`config.mk`:
```
export PLATFORM = sky130hd
export DESIGN_NAME = instruction_fetch_unit
export DESIGN_NICKNAME = d
export VERILOG_FILES = /design/src/rtl/instruction_fetch_unit_pkg.sv /design/src/rtl/instruction_fetch_unit_next_pc_select.sv /design/src/rtl/instruction_fetch_unit.sv
export SDC_FILE = /design/constraint.sdc
export NUM_CORES = 1
export LEC_CHECK = 0
export CORE_MARGIN = 8
export CORE_UTILIZATION = 35
export CTS_CLUSTER_DIAMETER = 50
export DETAILED_ROUTE_END_ITERATION = 8
export GPL_TIMING_DRIVEN = 0
export MAX_ROUTING_LAYER = met4
export PLACE_DENSITY = 0.67
export SYNTH_ARGS = -nofsm -noshare
export SYNTH_HDL_FRONTEND = slang
export SYNTH_SLANG_ARGS = --single-unit
```
`constraint.sdc`:
```
create_clock -name CLOCK -period 3.5 [get_ports CLOCK]
set_clock_uncertainty 0.15 [all_clocks]
set_input_delay 1.05 -clock CLOCK [delete_from_list [all_inputs] [get_ports CLOCK]]
set_output_delay 1.05 -clock CLOCK [all_outputs]
set_load 0.05 [all_outputs]
```
`src/rtl/instruction_fetch_unit_pkg.sv`:
```
// Shared definitions for the instruction fetch unit: FSM encoding, reset/bubble
// defaults and the sequential PC increment.
package instruction_fetch_unit_pkg;

    typedef enum logic [1:0] {
        S_REQ   = 2'd0,
        S_WAIT  = 2'd1,
        S_HOLD  = 2'd2,
        S_DRAIN = 2'd3
    } fetch_state_e;

    localparam logic [31:0] NOP_WORD_DEFAULT = 32'h0000_0000;
    localparam logic [31:0] RESET_PC_DEFAULT = 32'h0000_0000;
    localparam logic [31:0] PC_INCR          = 32'd4;

    // Sequential successor of a PC; wraps modulo 2^32.
    function automatic logic [31:0] incr_pc(input logic [31:0] pc);
        return pc + PC_INCR;
    endfunction

endpackage

```
`src/rtl/instruction_fetch_unit_next_pc_select.sv`:
```
// Next-PC mux for the fetch unit: reset, then branch, then jump, then sequential
// advance; otherwise the PC holds.
module instruction_fetch_unit_next_pc_select
    import instruction_fetch_unit_pkg::*;
#(
    parameter logic [31:0] RESET_PC = RESET_PC_DEFAULT
) (
    input  logic        reset_i,
    input  logic        branch_taken_i,
    input  logic [31:0] branch_target_i,
    input  logic        jump_i,
    input  logic [31:0] jump_target_i,
    input  logic        advance_i,
    input  logic [31:0] pc_q_i,
    output logic        redirect_o,
    output logic [31:0] pc_seq_o,
    output logic [31:0] pc_d_o
);

    always_comb begin
        redirect_o = branch_taken_i | jump_i;
        pc_seq_o   = incr_pc(pc_q_i);
        // NOTE: pc_d_o takes a default before the priority chain so every path
        // assigns it and no latch is inferred.
        pc_d_o     = pc_q_i;
        if (reset_i) begin
            pc_d_o = RESET_PC;
        end else if (branch_taken_i) begin
            pc_d_o = branch_target_i;
        end else if (jump_i) begin
            pc_d_o = jump_target_i;
        end else if (advance_i) begin
            pc_d_o = pc_seq_o;
        end
    end

endmodule

```
`src/rtl/instruction_fetch_unit.sv`:
```
// Instruction fetch unit: owns the PC, fetches over a valid-strobe memory handshake
// and feeds {instruction, PC+4} to the IF/ID register, honouring stall and redirect.
module instruction_fetch_unit
    import instruction_fetch_unit_pkg::*;
#(
    parameter logic [31:0] RESET_PC = RESET_PC_DEFAULT,
    parameter logic [31:0] NOP_WORD = NOP_WORD_DEFAULT
) (
    input  logic        CLOCK,
    input  logic        RESET,
    input  logic        STALL,
    input  logic        BRANCH_TAKEN,
    input  logic [31:0] BRANCH_TARGET,
    input  logic        JUMP,
    input  logic [31:0] JUMP_TARGET,
    output logic        IMEM_REQ,
    output logic [31:0] IMEM_ADDR,
    input  logic        IMEM_VALID,
    input  logic [31:0] IMEM_RDATA,
    output logic [31:0] Instruction_Out,
    output logic [31:0] PCPlus4_Out,
    output logic        FETCH_VALID,
    output logic        FLUSH_OUT
);

    fetch_state_e state_q;
    logic [31:0]  pc_q;
    logic [31:0]  pc_d;
    logic [31:0]  pc_seq;
    logic [31:0]  hold_q;
    logic [31:0]  pc4_q;
    logic         fetch_valid_q;
    logic         redirect;
    logic         advance;
    logic         resp_in_flight;
    logic         outstanding_d;

    assign advance   = (state_q == S_HOLD) && !STALL;
    assign IMEM_REQ  = !RESET && ((state_q == S_REQ) || advance);
    assign IMEM_ADDR = (state_q == S_HOLD) ? pc_seq : pc_q;

    // A response is still owed after this edge if one was pending and did not
    // arrive now, or if a new request goes out this cycle.
    assign resp_in_flight = ((state_q == S_WAIT) || (state_q == S_DRAIN)) && !IMEM_VALID;
    assign outstanding_d  = IMEM_REQ || resp_in_flight;

    assign FLUSH_OUT       = redirect && !RESET;
    assign FETCH_VALID     = fetch_valid_q;
    assign Instruction_Out = fetch_valid_q ? hold_q : NOP_WORD;
    assign PCPlus4_Out     = pc4_q;

    instruction_fetch_unit_next_pc_select #(
        .RESET_PC (RESET_PC)
    ) u_next_pc (
        .reset_i         (RESET),
        .branch_taken_i  (BRANCH_TAKEN),
        .branch_target_i (BRANCH_TARGET),
        .jump_i          (JUMP),
        .jump_target_i   (JUMP_TARGET),
        .advance_i       (advance),
        .pc_q_i          (pc_q),
        .redirect_o      (redirect),
        .pc_seq_o        (pc_seq),
        .pc_d_o          (pc_d)
    );

    // NOTE: all state here uses non-blocking assignments so every register
    // samples pre-edge values regardless of statement order.
    always_ff @(posedge CLOCK) begin
        pc_q <= pc_d;
        if (RESET || redirect) begin
            fetch_valid_q <= 1'b0;
            hold_q        <= NOP_WORD;
            if (RESET) begin
                pc4_q <= incr_pc(RESET_PC);
            end
            // A late response to an abandoned request must be swallowed first.
            if (outstanding_d) begin
                state_q <= S_DRAIN;
            end else begin
                state_q <= S_REQ;
            end
        end else begin
            case (state_q)
                S_REQ: begin
                    state_q <= S_WAIT;
                end
                S_WAIT: begin
                    if (IMEM_VALID) begin
                        hold_q        <= IMEM_RDATA;
                        pc4_q         <= pc_seq;
                        fetch_valid_q <= 1'b1;
                        state_q       <= S_HOLD;
                    end
                end
                S_HOLD: begin
                    if (!STALL) begin
                        fetch_valid_q <= 1'b0;
                        state_q       <= S_WAIT;
                    end
                end
                S_DRAIN: begin
                    if (IMEM_VALID) begin
                        state_q <= S_REQ;
                    end
                end
                default: begin
                    state_q <= S_REQ;
                end
            endcase
        end
    end

endmodule

```
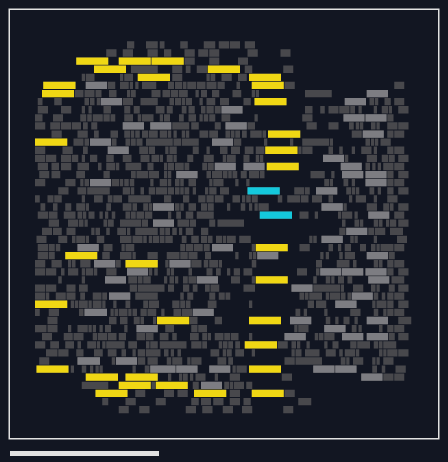
*Where the registers sit*
Scale bar: 50 µm.
[PCPlus4_Out] yellow | placed flops: 32
[state_q] cyan | placed flops: 2
not colored: 65

==> reports/metrics.cfg <==
[final_timing]
fin_hold_ws_ns=0.298
slew_violations=0
fin_crit_sh_pct=99.1
tightest_slew_ns=0.751
fin_ws_ns=0.0308
hold_violations=0
relSlewSlack_pct=50.0
rsz0062_at_grt=true
period_needed_ns=3.47
setup_viol=0
fmax_mhz=288
tns_ns=0

[critical_path]
timing.critical_path.from=RESET
max_stage_delay_ns=0.39
crit_type=in2out
critPathRequiredTime_ns=2.30
crit_chain=clkbuf_2, buf_4, clkbuf_4, nor2_1, clkdlybuf4s15_2
path_delay_family=buffers and inverters
r2r_end=PCPlus4_Out[24]$_SDFFCE_PN0P_
r2r_cells=5
cp.buffers_inverters=4
cp_data_arrival_time_ns=2.27
rrSetupSlack_ns=0.96
crit_path_end_kind=output pin
cp-endpoint=FLUSH_OUT
crit_cells=5
start_kind=primary input
r2r_start=state_q[1]$_DFFE_PP_

[synth]
simple_gate_area_share_pct=28.2
ys_sh_adder_pct=0.219
topCellsByArea=dfxtp_1, edfxtp_1, nand2_1
yosysChipArea_um2=5700
syn_avg_cell_area_um2=8.13
ff_type=dfxtp_1
top_cells_by_count=nand2_1, nor2_1, dfxtp_1, a21oi_1, clkbuf_1
synth_cell_types=62
ys_cells=701
compound_area_share_pct=15.0
most_common_cell=nand2_1
edf_count=34
synthArstFlopShare_pct=0
ys_top_logic_family=simple AND/OR/NAND/NOR gates
synth_area_leader_cell=dfxtp_1
syn_inst=701
mux_area_share_pct=0.878
floorplan.nets=804
xor_share_pct=9.37
numSynthFlops=99
yosysTopAreaCellShare_pct=22.8
synth_warnings=0
synth.yosys.seq_area_share_pct=40.7

[cells_and_area]
seq-cell-share_pct=27.4
fillers=1581
comb_share_pct=37.3
regArea_um2=2330
area_growth_pct=49.2
buf_share_pct=28.2
seq_cells=99
n_clock_buffer=13
mi_logic_area_um2=3170
final_cells=1147
inv_count=9
fin_area_um2=8500
multi_input_comb_cells=528
antennaDiodeCount=0
largestClassByArea=combinational gates
nNonClkBuffers=279
final_nets=1029
final-clk-cell-share_pct=3.53
layout-drive-gt1-share_pct=13.5

[clocking]
cts_root_buf=clkbuf_16
cts_setup_buffers=8
path_clk_slew_ns=0.06
htreeDepth=3
cts_resized=159
hold_buffers=0
clock_path_buffers=2
cts_tree=yes
cts_buffers=9
insertion_delay_ns=0.36
cts_sinks=99

[die]
num_rows=46
io_pins=201
dieArea_um2=20600
n_tap_cell=216
die_w_um=144
fp.dieH_um=144
fp-utilization_pct=35.9
core_area_um2=15900

[status]
status=finished, final reports clean

[grt]
use_met1_pct=26.9
grt_pass1_vias=5821
antenna_found_initial=0
grt_overflow=0
grt_start_max_net_pins=33
grt_pass1_wl_um=33100
top_usage_layer=met2

[run]
warning_count=28
max_cap_viol_count=0

[place]
io_buffers=198
place_ws_ns=-1.24
dp_cells=1115
place_hpwl_um=16400
place_area_um2=7960
routabilityCongestion=0.938

[routing]
drc=0
wl_met1_um=9420
drtIter0Drc=407
first_pass_iters=5
routed_wl_um=22100
topRoutingLayerUsed=met4
drtAntennaViolNets=0
num_vias=6015
via_per_inst=5.24
met3_length_um=2110
dr_wl_met2_um=9990

[power_and_ir_drop]
vdd_drop_max_mv=0.238
finalPower_mw=3.23
p_leak_nw=3.30
powerDensity_nw_per_um2=379

[hold_path]
min-delay-start=hold_q[26]$_SDFFE_PN0P_
hold_path_class=reg2reg
whs_path_depth=2
min_to=hold_q[26]$_SDFFE_PN0P_

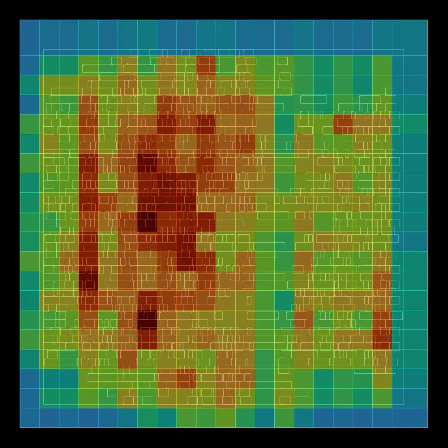
*Track usage over the die*
met3 Resource Use GR: 4.78%
global router's overall resource usage: 21.7%
final core occ: 53.5%
average wire per standard cell: 19.2 µm
M2 GR Usage: 33.8%

[registers in the layout, summed over array words and instances, names as in the netlist]
name and cells:
state_q 2, pc_q 32, PCPlus4_Out 32, FETCH_VALID 1, hold_q 32
[where the power goes]
group | switching, mW | total [mW] | internal (mW)
sequential | 0.0460 | 1.30 | 1.25
combinational | 0.590 | 0.917 | 0.327
clock | 0.449 | 1.01 | 0.560
[layout by cell type (no fill, tap or decap), types with 8 or more instances in the layout]
cell	instances
a21oi_1	57
nand2_1	113
buf_2	18
nor3_1	14
nor2_1	71
xnor2_1	24
clkbuf_1	32
nand3_1	16
dfxtp_1	62
edfxtp_1	34
dlymetal6s2s_1	9
nand4_1	18
clkdlybuf4s50_1	156
o22ai_1	8
buf_4	36
a31oi_1	9
o21ai_0	20
clkbuf_16	9
and2_1	36
xor2_1	34
Power is estimated from default activity; no workload was simulated.
